### Met1 routing, run 1

Drawn at 2 px/um. Cells faint in the background.
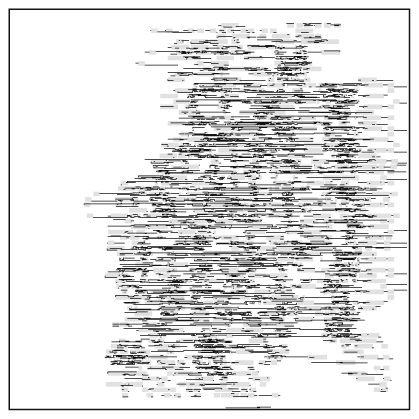
### The metal 2 layer, run 1

Drawn at 2 px/um.
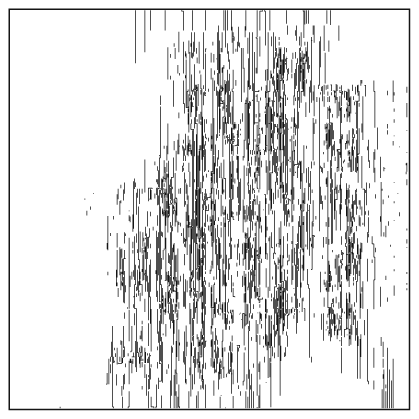
### Signal wires on met3, run 1

Drawn at 1.5 px/um. Cells faint in the background.
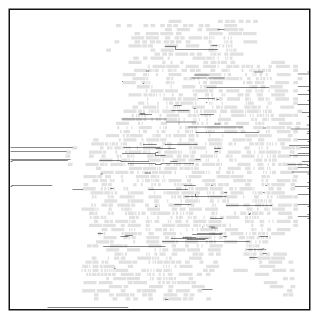
### Signal wires on met4, run 1

Drawn at 1.5 px/um. Cells faint in the background.
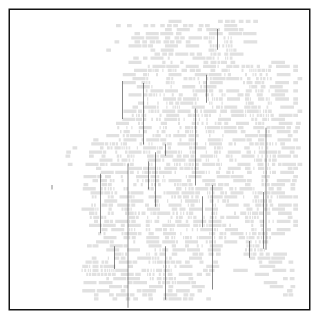
### src/rtl/display_pkg.sv
// Shared types and constants for the HEX display value controller.
package display_pkg;

    typedef enum logic [1:0] {
        IDLE,
        SHIFT,
        LOAD
    } disp_state_t;

    localparam logic [6:0] SEG_BLANK = 7'h7F;
    localparam logic [6:0] SEG_ZERO  = 7'h40;

endpackage

### src/rtl/display_value_ctrl_seg7_enc.sv
// Nibble to active-low 7-segment pattern {g,f,e,d,c,b,a}, digits 0-F.
module seg7_enc (
    input  logic [3:0] i_nib,
    output logic [6:0] o_seg
);

    always_comb begin
        o_seg = 7'h7F;
        case (i_nib)
            4'h0: o_seg = 7'h40;
            4'h1: o_seg = 7'h79;
            4'h2: o_seg = 7'h24;
            4'h3: o_seg = 7'h30;
            4'h4: o_seg = 7'h19;
            4'h5: o_seg = 7'h12;
            4'h6: o_seg = 7'h02;
            4'h7: o_seg = 7'h78;
            4'h8: o_seg = 7'h00;
            4'h9: o_seg = 7'h10;
            4'hA: o_seg = 7'h08;
            4'hB: o_seg = 7'h03;
            4'hC: o_seg = 7'h46;
            4'hD: o_seg = 7'h21;
            4'hE: o_seg = 7'h06;
            4'hF: o_seg = 7'h0E;
            default: o_seg = 7'h7F;
        endcase
    end

endmodule

### src/rtl/display_value_ctrl.sv
// CPU display register sequencer: hex pass-through or double-dabble decimal
// conversion, one-deep pending write slot, registered 7-segment outputs.
//
// state | meaning
// IDLE  | waiting; accepts pending slot first, then wr_en
// SHIFT | one double-dabble iteration per clock
// LOAD  | copy BCD result into the digit register
module display_value_ctrl
    import display_pkg::*;
#(
    parameter int WIDTH = 32,
    parameter int NDIG  = 8,
    parameter int LZB   = 1
) (
    input  logic             clk,
    input  logic             rst,
    input  logic             wr_en,
    input  logic [WIDTH-1:0] wr_data,
    input  logic             wr_dec,
    output logic             busy,
    output logic             done,
    output logic             ovf,
    output logic [6:0]       HEX0,
    output logic [6:0]       HEX1,
    output logic [6:0]       HEX2,
    output logic [6:0]       HEX3,
    output logic [6:0]       HEX4,
    output logic [6:0]       HEX5,
    output logic [6:0]       HEX6,
    output logic [6:0]       HEX7
);

    localparam int BCD_W = 40;
    localparam int NNIB  = BCD_W / 4;
    localparam int DIG_W = 4 * NDIG;
    localparam int CW    = $clog2(WIDTH);

    disp_state_t       r_state;
    disp_state_t       w_state_nxt;

    logic [WIDTH-1:0]  r_shift;
    logic [BCD_W-1:0]  r_bcd;
    logic [CW-1:0]     r_cnt;
    logic [DIG_W-1:0]  r_digits;
    logic              r_mode_dec;
    logic              r_ovf;
    logic              r_upd;
    logic              r_done;
    logic [WIDTH-1:0]  r_pend_data;
    logic              r_pend_dec;
    logic              r_pend_vld;
    logic [6:0]        r_hex [NDIG];

    logic              w_take_pend;
    logic              w_start;
    logic [WIDTH-1:0]  w_src_data;
    logic              w_src_dec;
    logic [BCD_W-1:0]  w_adj;
    logic [BCD_W-1:0]  w_bcd_nxt;
    logic [NDIG-1:0]   w_blank;
    logic [6:0]        w_seg [NDIG];

    always_ff @(posedge clk or posedge rst) begin
        if (rst) begin
            r_state <= IDLE;
        end else begin
            r_state <= w_state_nxt;
        end
    end

    always_comb begin
        w_state_nxt = r_state;
        w_take_pend = 1'b0;
        w_start     = 1'b0;
        w_src_data  = r_pend_vld ? r_pend_data : wr_data;
        w_src_dec   = r_pend_vld ? r_pend_dec  : wr_dec;
        case (r_state)
            IDLE: begin
                w_take_pend = r_pend_vld;
                w_start     = r_pend_vld | wr_en;
                if (w_start && w_src_dec) begin
                    w_state_nxt = SHIFT;
                end
            end
            SHIFT: begin
                if (r_cnt == CW'(WIDTH - 1)) begin
                    w_state_nxt = LOAD;
                end
            end
            LOAD:    w_state_nxt = IDLE;
            default: w_state_nxt = IDLE;
        endcase
    end

    // Add-3 on every nibble >= 5, then shift the next binary bit in at the bottom.
    genvar g;
    generate
        for (g = 0; g < NNIB; g++) begin : g_dabble
            assign w_adj[4*g +: 4] = (r_bcd[4*g +: 4] >= 4'd5) ? r_bcd[4*g +: 4] + 4'd3
                                                                : r_bcd[4*g +: 4];
        end
    endgenerate

    assign w_bcd_nxt = (w_adj << 1) | BCD_W'(r_shift[WIDTH-1]);

    generate
        for (g = 0; g < NDIG; g++) begin : g_digit
            seg7_enc u_enc (
                .i_nib (r_digits[4*g +: 4]),
                .o_seg (w_seg[g])
            );
            if (g == 0) begin : g_lsd
                assign w_blank[g] = 1'b0;
            end else begin : g_upper
                assign w_blank[g] = (LZB != 0) && r_mode_dec &&
                                    ((r_digits >> (4*g)) == '0);
            end
        end
    endgenerate

    always_ff @(posedge clk or posedge rst) begin
        if (rst) begin
            r_shift     <= '0;
            r_bcd       <= '0;
            r_cnt       <= '0;
            r_digits    <= '0;
            r_mode_dec  <= 1'b1;
            r_ovf       <= 1'b0;
            r_upd       <= 1'b0;
            r_done      <= 1'b0;
            r_pend_data <= '0;
            r_pend_dec  <= 1'b0;
            r_pend_vld  <= 1'b0;
            for (int i = 0; i < NDIG; i++) begin
                r_hex[i] <= (i == 0 || LZB == 0) ? SEG_ZERO : SEG_BLANK;
            end
        end else begin
            r_upd <= 1'b0;

            // A write that cannot be taken directly parks in the slot; latest wins.
            if (wr_en && (r_state != IDLE || r_pend_vld)) begin
                r_pend_data <= wr_data;
                r_pend_dec  <= wr_dec;
                r_pend_vld  <= 1'b1;
            end else if (w_take_pend) begin
                r_pend_vld  <= 1'b0;
            end

            case (r_state)
                IDLE: begin
                    if (w_start) begin
                        if (w_src_dec) begin
                            r_shift <= w_src_data;
                            r_bcd   <= '0;
                            r_cnt   <= '0;
                        end else begin
                            r_digits   <= DIG_W'(w_src_data);
                            r_mode_dec <= 1'b0;
                            r_ovf      <= 1'b0;
                            r_upd      <= 1'b1;
                        end
                    end
                end
                SHIFT: begin
                    r_bcd   <= w_bcd_nxt;
                    r_shift <= r_shift << 1;
                    r_cnt   <= r_cnt + 1'b1;
                end
                LOAD: begin
                    r_digits   <= r_bcd[DIG_W-1:0];
                    r_mode_dec <= 1'b1;
                    r_ovf      <= |r_bcd[BCD_W-1:DIG_W];
                    r_upd      <= 1'b1;
                end
                default: ;
            endcase

            r_done <= r_upd;
            for (int i = 0; i < NDIG; i++) begin
                r_hex[i] <= w_blank[i] ? SEG_BLANK : w_seg[i];
            end
        end
    end

    assign busy = (r_state != IDLE);
    assign done = r_done;
    assign ovf  = r_ovf;
    assign HEX0 = r_hex[0];
    assign HEX1 = r_hex[1];
    assign HEX2 = r_hex[2];
    assign HEX3 = r_hex[3];
    assign HEX4 = r_hex[4];
    assign HEX5 = r_hex[5];
    assign HEX6 = r_hex[6];
    assign HEX7 = r_hex[7];

endmodule

### config.mk
export PLATFORM = sky130hd
export DESIGN_NAME = display_value_ctrl
export DESIGN_NICKNAME = d
export VERILOG_FILES = /design/src/rtl/display_pkg.sv /design/src/rtl/display_value_ctrl_seg7_enc.sv /design/src/rtl/display_value_ctrl.sv
export SDC_FILE = /design/constraint.sdc
export NUM_CORES = 1
export LEC_CHECK = 0
export CAP_MARGIN = 20
export CORE_MARGIN = 4
export CORE_UTILIZATION = 30
export DETAILED_ROUTE_END_ITERATION = 10
export GPL_TIMING_DRIVEN = 0
export SETUP_SLACK_MARGIN = 0.3
export SLEW_MARGIN = 20
export SYNTH_ARGS = -nofsm -noshare
export SYNTH_HDL_FRONTEND = slang
export SYNTH_SLANG_ARGS = --single-unit
### constraint.sdc
create_clock -name clk -period 12.27 [get_ports clk]
set_input_delay 1.8405 -clock clk [delete_from_list [all_inputs] [get_ports clk]]
set_output_delay 1.8405 -clock clk [all_outputs]
set_load 0.02 [all_outputs]
==> results.txt, run 1 <==
Implementation numbers.

- The area taken by flip-flops and latches reads 0.005194 mm2.
- The post-CTS clock slew at the launch and capture registers of the worst setup and hold paths reads 0.06 ns.
- The maximum vdd drop reads 0.1057 mV.
- The setup TNS after final layout reads 0 ns.
- The starting utilization of the core area reads 30.68%.
- The number of ports placed on the die boundary reads 95.
- Per the timing report, the achievable frequency comes out to 264.1 MHz.
- As logged by OpenROAD, the buffers inserted on ports number 94.
- The share of total power dissipated in the clock network is 20.0%.
- The layout overhead on the synthesized area reads 21.29%.
- The final max-slew violation count recorded for this run is 0.
- The end-of-flow timing check tallies setup violations at 0.
- The total global routing overflow reads 0.
- The register with the most flip-flops in the layout has 40 of them.
- The total instance count after detailed placement reads 1631.
- The async set or reset register ratio after synthesis reads 100.0%.
- The critical hold path startpoint is r_upd.
- In the layout the commonest cells are sky130_fd_sc_hd__dfrtp_1, sky130_fd_sc_hd__nand2_1, sky130_fd_sc_hd__nand3_1, sky130_fd_sc_hd__clkdlybuf4s50_1.
- The worst min-delay path endpoint is done.
- In this run, synthesis inferred 0 flip-flops with an integrated enable.
- Global routing put the most usage on met2.
- The slowest stage cell on the critical path reads sky130_fd_sc_hd__clkdlybuf4s50_1.
- The number of warnings in the stage logs reads 70.
- The switching power of the nets is 1.371 mW.
- Setup repair after global routing left no endpoint under its margin.
- The CTS tree is built.
- The placement row count reads 69.
- The register containing the most flip-flops in the final layout is r_bcd.
- The fraction of layout cells with a size suffix above 1 is 13.63%.
- The area taken by multi-input combinational cells is reported as 0.005278 mm2.
- The transition time recorded at the tightest slew-check pin is 0.9377 ns.
- Routability-driven placement finished with a final weighted congestion of 0.8413.
- The script extracted a total leakage power of 5.593 nW.
- The first global-routing pass estimated 45.66 mm of wire.
- Per Yosys stat, the portion of area used by sequential elements is 47.25%.
- For this run, the script counts the antenna cells in the layout as 0.
- The synthesized flop and latch total reads 205.
- The time the worst path needs with I/O delays and setup reads 3.787 ns.
- The HPWL after detailed placement is 20.52 mm.
- The end of the worst register-to-register path reads HEX1[6].
- The number of global-route vias before repair is 8612.
- The number of nets in the layout reads 1295.
- STA puts the critical path data required time at 10.43 ns.
- OpenSTA lists the critical path startpoint as r_state[0].
- The predominant post-synthesis flop cell reads sky130_fd_sc_hd__dfrtp_1.
- The filler cells instantiated in the layout total 3522.
- The cell sitting at the root of the clock tree is a sky130_fd_sc_hd__clkbuf_16.
- STA classifies the critical path endpoint as a primary output.
- The vias per cell reads 5.123.
- The total routing resource utilization after global routing is 14.06%.
- The yosys-reported design area after synthesis is 0.01099 mm2.
- The vertical extent of the die reads 199.4 um.
- The synthesized design spends more area on one cell type than any other, namely sky130_fd_sc_hd__dfrtp_1.
- The worst setup path is launched from a flip-flop.
- The iteration tally of the first detailed-router pass is 5.
- The critical path is of the reg -> out type.
- The power density over the cells reads 260.4 mW/mm2.
- The number of DRC violations after detailed routing is 0.
- The count of H-tree levels built during CTS is 1.
- The number of antenna violations at the first check in global routing is 1.
- The area of the core reads 0.03583 mm2.
- The count of nets left with antenna violations once routing finished came out at 0.
- The number of buffers inserted by post-CTS setup repair reads 0.
- The number of distinct standard cells referenced by the synthesized netlist reads 66.
- The horizontal die dimension is 199.4 um.
- Yosys attributes the largest share of cell area to sky130_fd_sc_hd__dfrtp_1, sky130_fd_sc_hd__dfstp_2, sky130_fd_sc_hd__ha_1.
- The total nets after synthesis is 1174.
- The post-synth design cell area is 0.01099 mm2.
- The class of the tightest hold or removal check reads reg -> reg.
- The cell family with the largest share of critical-path delay is buffers and inverters.
- The flow reports that sequential cells draw 34.6% of the design power.
- The chip footprint is 0.03977 mm2.
- The gate count after technology mapping is 1074.
- The clock net sink count is 205.
- The detailed router's first-iteration violation count reads 615.
- Across all register-to-register paths, the minimum setup slack is 9.89 ns.
- Per the run summary, max-cap violations total 0.
- The flow ran to the end, and the final reports show no timing, DRC or antenna violations.
- The worst hold path stage count is 0.
- The final cell count without fillers is 1672.
- The clock latency reported for the late side of the worst-skew pair reads 0.52 ns.
- The largest fanout on the critical path is 9.
- No sink is reached through more buffers than the 3 on the longest clock path.
- The launch point of the worst register-to-register path is recorded as r_digits[16].
- The switching share of power reads 39.49%.
- For this design, Yosys synthesis ends with a cell count of 1074.
- The number of hold buffers added after CTS is 0.
- The final hold violation count recorded for this run is 0.
- The length in cells of the worst reg-to-reg path is 7.
- Final hold analysis gives a worst-case slack of 0.3514 ns.
- The total CTS buffers reads 23.
- The average wire per standard cell reads 16.83 um.
- The timing report notes that buffer and inverter cells on the critical path total 2.
- The number of gates given a new drive strength after cts reads 0.
- Cell internal power was estimated by the tool at 2.101 mW.
- In this design, the stage delay of the slowest critical-path cell is 0.59 ns.
- The combinational power share is 45.4%.
- The largest clock skew in the final design reads 0.01631 ns.
- Summed over its instances, the top area cell type makes up 35.06% of the synthesized netlist area.
- The arrival time reported for the critical path endpoint is 1.95 ns.
- The slew check shows that the tightest pin keeps a relative margin of 37.49%.
- The total of warnings raised by yosys is 0.
- The final timing summary puts the cycle share of the worst path at 30.86%.
- The per-instance average area after synthesis is 10.23 um2.
- The most numerous logic cell after layout reads sky130_fd_sc_hd__dfrtp_1.
- The pin count of the biggest net entering global routing reads 76.
- The report lists the cells along the critical path as clkbuf_2 -> or2_1 -> clkdlybuf4s50_1.
About 'Met1 routing':
The layer carries 12400 um of wire. 1172 nets have wire on it. The layer holds 44% of the routed length. The longest straight run is 52.0 um.
total number of vias: 8566
Final Routed Wirelength: 28.14 mm
met1 Resource Use GR: 18.23%

About 'The metal 2 layer':
The layer carries 13900 um of wire. The longest straight run is 73.9 um. The layer holds 49% of the routed length. 1045 nets have wire on it.
met2 GRT Util: 24.20%

About 'Signal wires on met3':
85 nets have wire on it. The layer carries 1280 um of wire. The longest straight run is 58.2 um.
met3 demand-to-capacity share in global routing: 2.630%

About 'Signal wires on met4':
The wires run mostly vertical. The longest straight run is 95.9 um. The layer carries 618 um of wire.

==> run 1: per-stage QoR <==
step / setup slack (ns) / area [um2] / total power [mW] / util, %
5_1_grt: 8.414 / 13330 / 3.749 / 37.21
4_1_cts: 8.465 / 13330 / 3.502 / 37.21
3_5_place_dp: 8.389 / 12570 / 2.793 / 35.09
2_1_floorplan: 4.918 / 10990 / 2.285 / -
3_3_place_gp: 2.028 / 12510 / 2.751 / 34.92
6_report: 8.483 / 13330 / 3.471 / 37.21
==> run 1: synthesized netlist by cell type (4+ instances only) <==
cell type                   instances
sky130_fd_sc_hd__o31ai_1           12
sky130_fd_sc_hd__dfrtp_1          154
sky130_fd_sc_hd__nor3_1             4
sky130_fd_sc_hd__buf_4              4
sky130_fd_sc_hd__o21ai_0           59
sky130_fd_sc_hd__or2_2              4
sky130_fd_sc_hd__dfstp_2           51
sky130_fd_sc_hd__ha_1              64
sky130_fd_sc_hd__o211ai_1          16
sky130_fd_sc_hd__mux2_2            42
sky130_fd_sc_hd__nand2b_1          24
sky130_fd_sc_hd__clkbuf_1          56
sky130_fd_sc_hd__xor2_1             5
sky130_fd_sc_hd__a32o_1             9
sky130_fd_sc_hd__nand2_1          126
sky130_fd_sc_hd__inv_1             50
sky130_fd_sc_hd__a21o_1             5
sky130_fd_sc_hd__nor3b_1            7
sky130_fd_sc_hd__mux2i_1           50
sky130_fd_sc_hd__nor2b_1           10
sky130_fd_sc_hd__nor2_1            21
sky130_fd_sc_hd__buf_2             13
sky130_fd_sc_hd__o2bb2ai_1          4
sky130_fd_sc_hd__xnor2_1           11
sky130_fd_sc_hd__o32ai_1            6
sky130_fd_sc_hd__o21a_1             4
sky130_fd_sc_hd__o311ai_0          64
sky130_fd_sc_hd__a21oi_1           43
sky130_fd_sc_hd__and3_1             4
sky130_fd_sc_hd__nand3_1          100
==> run 1: cell type report <==
cell class | instances | area share (%)
sequential | 205 | 38.96
buffer | 77 | 2.468
tap | 461 | 4.327
timing repair buffer | 96 | 7.471
clock inverter | 5 | 0.4036
clock buffer | 36 | 5.293
inverter | 51 | 1.492
multi-input combinational | 741 | 39.59
==> run 1: worst max path at each step <==
stage,endpoint,depth (start not counted)
after detailed placement,r_digits[27],7
after global placement,r_pend_data[27],2
after global routing,busy,3
after CTS,busy,3
after floorplan,HEX0[0],1
final,busy,3
==> run 1: cells by family (layout without fill, tap and decap cells) <==
family / Yosys count / in the layout / share of synthesized area (%)
buffers and inverters: 128 / 265 / 4.735
AND/OR/NAND/NOR: 314 / 314 / 13.77
flip-flops: 205 / 205 / 47.25
XOR/XNOR: 16 / 16 / 1.275
multiplexers: 95 / 95 / 9.471
adder cells (fa/ha/maj): 65 / 65 / 7.376
AND-OR/OR-AND: 251 / 251 / 16.12
==> run 1: layer usage <==
layer	routed length, um	vias up
li1	-	4139
met1	12360	4215
met2	13870	171
met3	1277	39
met4	618	2
met5	13	-
==> run 1: power groups by stage <==
stage	sequential, mW	clock (mW)	combinational (mW)
floorplan	1.27	0	1.01
global placement	1.20	0	1.55
detailed placement	1.21	0	1.58
CTS	1.20	0.711	1.59
global route	1.24	0.740	1.77
finish	1.20	0.693	1.58
### Congestion heat map, run 1

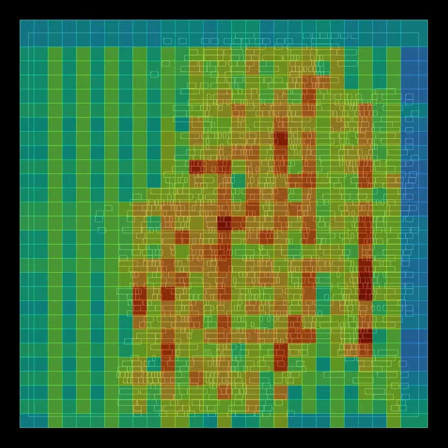

## Run 2: what changed since run 1
- clock period: 12.27 -> 3.15 ns (I/O delays scaled with it)
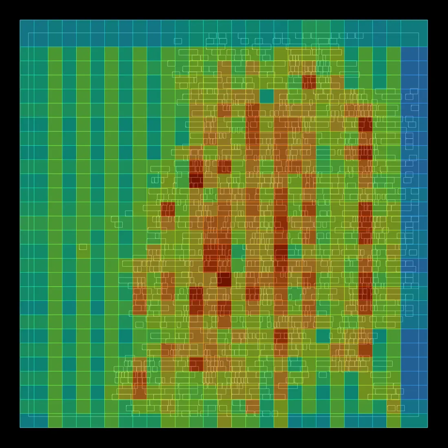
*Congestion heat map, run 2*
met3 demand-to-capacity share in global routing: 2.360%
met2 GRT Util: 23.91%
post-route core utilization: 37.28%

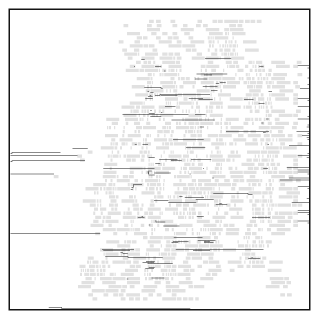
*Signal wires on met3, run 2*
Drawn at 1.5 px/um. Cells faint in the background.
104 nets have wire on it. The longest straight run is 85.6 um. The wires run mostly horizontal. The layer holds 4.8% of the routed length. The layer carries 1350 um of wire.
total number of vias: 8664
Final Routed Wirelength: 28.30 mm

==> run 2 against run 1 <==
Register-to-register slack worse by 9.1 ns. Via count is 1.1% higher. Highest routed layer unchanged. Sequential cell count stayed put. Critical path depth stayed put. Power went up to 3.9 times the previous value. Synthesized cell count stayed put. Sequential share of layout area is 0.077 points lower. Synthesized area stayed put. Global-route usage is 0.094 points lower.
==> results.txt, run 2 <==
Implementation numbers.

- The run finished with clean final reports.
- The HPWL after detailed placement was 20.89 mm (+1.8%).
- The number of distinct standard cells referenced by the synthesized netlist is 66 (unchanged).
- The per-instance average area after synthesis reads 10.23 um2 (unchanged).
- The total routing resource utilization after global routing is 13.96% (-0.094 points).
- The post-CTS clock slew at the launch and capture registers of the worst setup and hold paths came to 0.06 ns (about the same).
- The part of the power in registers is 34.9% (+0.3 points).
- The number of port buffers is 94 (unchanged).
- The setup TNS after final layout reads 0 ns (unchanged).
- After layout, the worst path uses 77.30% of the clock period.
- The main area contributors are sky130_fd_sc_hd__dfrtp_1, sky130_fd_sc_hd__dfstp_2, sky130_fd_sc_hd__ha_1.
- The detailed router's first-iteration violation count reads 566 (-8.0%).
- The number of hold buffers added after CTS reads 0 (unchanged).
- For reference, the top cells by count after synthesis are sky130_fd_sc_hd__dfrtp_1, sky130_fd_sc_hd__nand2_1, sky130_fd_sc_hd__nand3_1.
- The relative slew slack is 36.72% (-0.77 points).
- TritonCTS built the clock tree.
- The number of ports placed on the die boundary is 95 (unchanged).
- The number of warnings in the stage logs was 71 (+1.4%).
- The required time reported for the critical path endpoint is 2.68 ns (-7.75 ns).
- The yosys-reported design area after synthesis is 0.01099 mm2 (unchanged).
- The async set or reset register ratio after synthesis reads 100.0% (unchanged).
- The gate count after technology mapping is 1074 (unchanged).
- The clock net sink count is 205 (unchanged).
- The total inserted antenna cells came to 0 (unchanged).
- The global placer's final weighted congestion is 0.8588 (+2.1%).
- The synthesized flop and latch total is 205 (unchanged).
- The iteration tally of the first detailed-router pass is 6 (+1).
- The number of enable-type register cells in the synthesized netlist is 0 (unchanged).
- The time the worst path needs with I/O delays and setup reads 2.435 ns.
- The starting utilization of the core area came to 30.68% (unchanged).
- The switching share of power is 39.95% (+0.46 points).
- The cell count in the Yosys report is 1074 (unchanged).
- The count of endpoints failing setup in the final report is 0 (unchanged).
- The number of max-cap violations came to 0 (unchanged).
- The vias per cell is 5.166 (+0.84%).
- The pin slew with the least headroom to its limit was 0.9492 ns (+0.01151 ns).
- The total of warnings raised by yosys is 0 (unchanged).
- The number of global-route vias before repair is 8604 (-0.093%).
- The post-synth design cell area is 0.01099 mm2 (unchanged).
- The worst setup slack after layout reads 0.7151 ns (-7.768 ns).
- The number of DRC violations after detailed routing was 0 (unchanged).
- The internal power of the cells is 8.076 mW (+280%).
- The flip-flop count of the largest register, all copies and words added was 40 (unchanged).
- The register containing the most flip-flops in the final layout reads r_bcd.
- The clock power share was 19.3% (-0.7 points).
- The worst-case register-to-register setup slack is 0.75 ns (-9.14 ns).
- The number of gates given a new drive strength after cts came to 0 (unchanged).
- The launch point of the critical path is r_state[0].
- The layout overhead on the synthesized area reads 21.53%.
- The horizontal die dimension reads 199.4 um (unchanged).
- The vertical extent of the die is 199.4 um (unchanged).
- The total count of hold-check failures in the final report reads 0 (unchanged).
- The largest fanout on the critical path reads 9 (unchanged).
- The launching point of the worst reg2reg path reads r_digits[16].
- The total CTS buffers reads 23 (unchanged).
- The worst-case clock buffer depth is 3 (unchanged).
- Setup repair after global routing left no endpoint under its margin.
- The worst setup path is captured at a primary output.
- The area of the core is 0.03583 mm2 (unchanged).
- The number of buffers inserted by post-CTS setup repair is 0 (unchanged).
- Looking at the cell usage after synthesis, the top flip-flop cell is sky130_fd_sc_hd__dfrtp_1.
- The minimum setup slack after placement came to 0.6724 ns (-7.716 ns).
- The clock latency reported for the late side of the worst-skew pair is 0.51 ns (about the same).
- The combinational power share is 45.9% (+0.5 points).
- The number of nets in the layout is 1299 (+0.31%).
- The pin count of the biggest net entering global routing came to 35 (-54%).
- The last element of the critical path reads busy.
- The maximum vdd drop is 0.4553 mV (+330%).
- The fraction of layout cells with a size suffix above 1 reads 14.06% (+0.44 points).
- The cell sitting at the root of the clock tree is a sky130_fd_sc_hd__clkbuf_16.
- The count of H-tree levels built during CTS is 1 (unchanged).
- The leakage component of the power is 5.599 nW (+0.11%).
- The achievable clock frequency is 410.7 MHz.
- The average wire per standard cell reads 16.87 um (+0.24%).
- The category of the most critical setup path is reg -> out.
- The fraction of the yosys area taken by sequential cells is 47.25% (unchanged).
- The wire length of the first global-routing pass reads 45.53 mm (-0.29%).
- The remaining number of nets flagged by the antenna check after routing reads 0 (unchanged).
- The largest clock skew in the final design is 0.01939 ns (+0.003079 ns).
- The worst register-to-register path ends at HEX1[6].
- The cell with the most instances after synthesis reads sky130_fd_sc_hd__dfrtp_1.
- The cell type with the largest total area after synthesis is sky130_fd_sc_hd__dfrtp_1.
- The area share of the largest cell type after synthesis is 35.06% (unchanged).
- The switching power of the nets reads 5.372 mW (+290%).
- The total nets after synthesis reads 1174 (unchanged).
- The startpoint kind of the worst setup timing path reads a flip-flop.
- The total global routing overflow came to 0 (unchanged).
- The most numerous logic cell after layout is sky130_fd_sc_hd__dfrtp_1.
- The path class of the tightest hold or removal check is reg -> reg.
- The length in cells of the worst reg-to-reg path is 7 (unchanged).
- The library cells used most frequently in the layout, excluding fill and tap cells, are sky130_fd_sc_hd__dfrtp_1, sky130_fd_sc_hd__nand2_1, sky130_fd_sc_hd__nand3_1, sky130_fd_sc_hd__clkdlybuf4s50_1.
- The number of antenna violations at the first check in global routing reads 1 (unchanged).
- The power density over the cells reads 1007 mW/mm2 (+290%).
- The max-slew violation count reads 0 (unchanged).
- The placement row count reads 69 (unchanged).
- The chip footprint reads 0.03977 mm2 (unchanged).
- The arrival time reported for the critical path endpoint reads 1.96 ns (about the same).
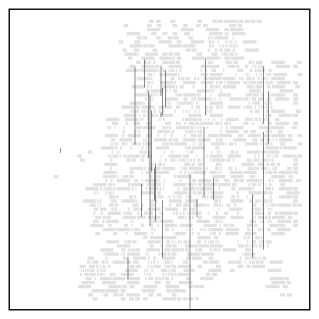
*Signal wires on met4, run 2*
Drawn at 1.5 px/um. Cells faint in the background.
The layer carries 833 um of wire. The longest straight run is 89.8 um.

-- run 2: cell count changes in the layout (fill, tap and decap cells not counted), sizes merged --
| cell | before | now |
|---|---|---|
| clkinv | 4 | 8 |
| clkbuf | 93 | 88 |
| inv | 51 | 50 |
| buf | 22 | 26 |
| clkinvlp | 0 | 3 |
-- run 2: cell type report --
type | instances | area (um2)
clock buffer | 31 | 635.6
inverter | 51 | 195.2
tap | 461 | 576.8
sequential | 205 | 5194
timing repair buffer | 100 | 1061
multi-input combinational | 741 | 5278
clock inverter | 11 | 88.84
buffer | 77 | 329.1
fill | 3509 | 22470
-- run 2: cell families after synthesis --
family / Yosys count / synth area share [%]
adders and majority gates: 65 / 7.376
and+or+nand+nor: 314 / 13.77
AOI/OAI and AO/OA: 251 / 16.12
buffers and inverters: 128 / 4.735
muxes: 95 / 9.471
xor gates and xnor gates: 16 / 1.275
DFF: 205 / 47.25
-- run 2: per-layer routing --
layer / GRT usage, % / vias up / routed length [um]
met4: 4.176 / 2 / 833
met3: 2.360 / 52 / 1346
li1: - / 4134 / -
met2: 23.91 / 209 / 13700
met1: 18.20 / 4267 / 12410
met5: 0 / - / 8
-- run 2: worst min-delay path by stage --
stage / depth (start not counted) / slack [ns] / from / to
after floorplan: 0 / 0.33 / r_upd / done
after global placement: 0 / 0.34 / r_upd / done
after detailed placement: 0 / 0.35 / r_upd / done
after CTS: 0 / 0.36 / r_upd / done
after global routing: 0 / 0.36 / r_upd / done
final: 0 / 0.36 / r_upd / done
-- run 2: through the flow --
stage | area (um2) | power [mW] | hold WS [ns] | std cells | utilization (%)
floorplan | 11000 | 8.901 | 0.3312 | 1074 | -
global placement | 12510 | 10.72 | 0.3395 | 1629 | 34.93
detailed placement | 12630 | 10.88 | 0.3451 | 1635 | 35.26
CTS | 13360 | 13.54 | 0.3596 | 1677 | 37.28
global route | 13360 | 14.46 | 0.3645 | 1677 | 37.28
finish | 13360 | 13.45 | 0.3565 | 1677 | 37.28
-- run 2: power groups by stage --
stage	clock network, mW	registers, mW	logic [mW]
floorplan	0	4.95	3.95
global placement	0	4.69	6.03
detailed placement	0	4.72	6.16
CTS	2.66	4.68	6.20
global route	2.76	4.83	6.88
finish	2.59	4.69	6.17
-- run 2: critical path, cell delays in order (launching register included) --
cell                              delay [ns]
sky130_fd_sc_hd__dfrtp_1                0.37
sky130_fd_sc_hd__clkbuf_2               0.19
sky130_fd_sc_hd__or2_1                  0.32
sky130_fd_sc_hd__clkdlybuf4s50_1        0.59
Power is estimated from default activity; no workload was simulated.
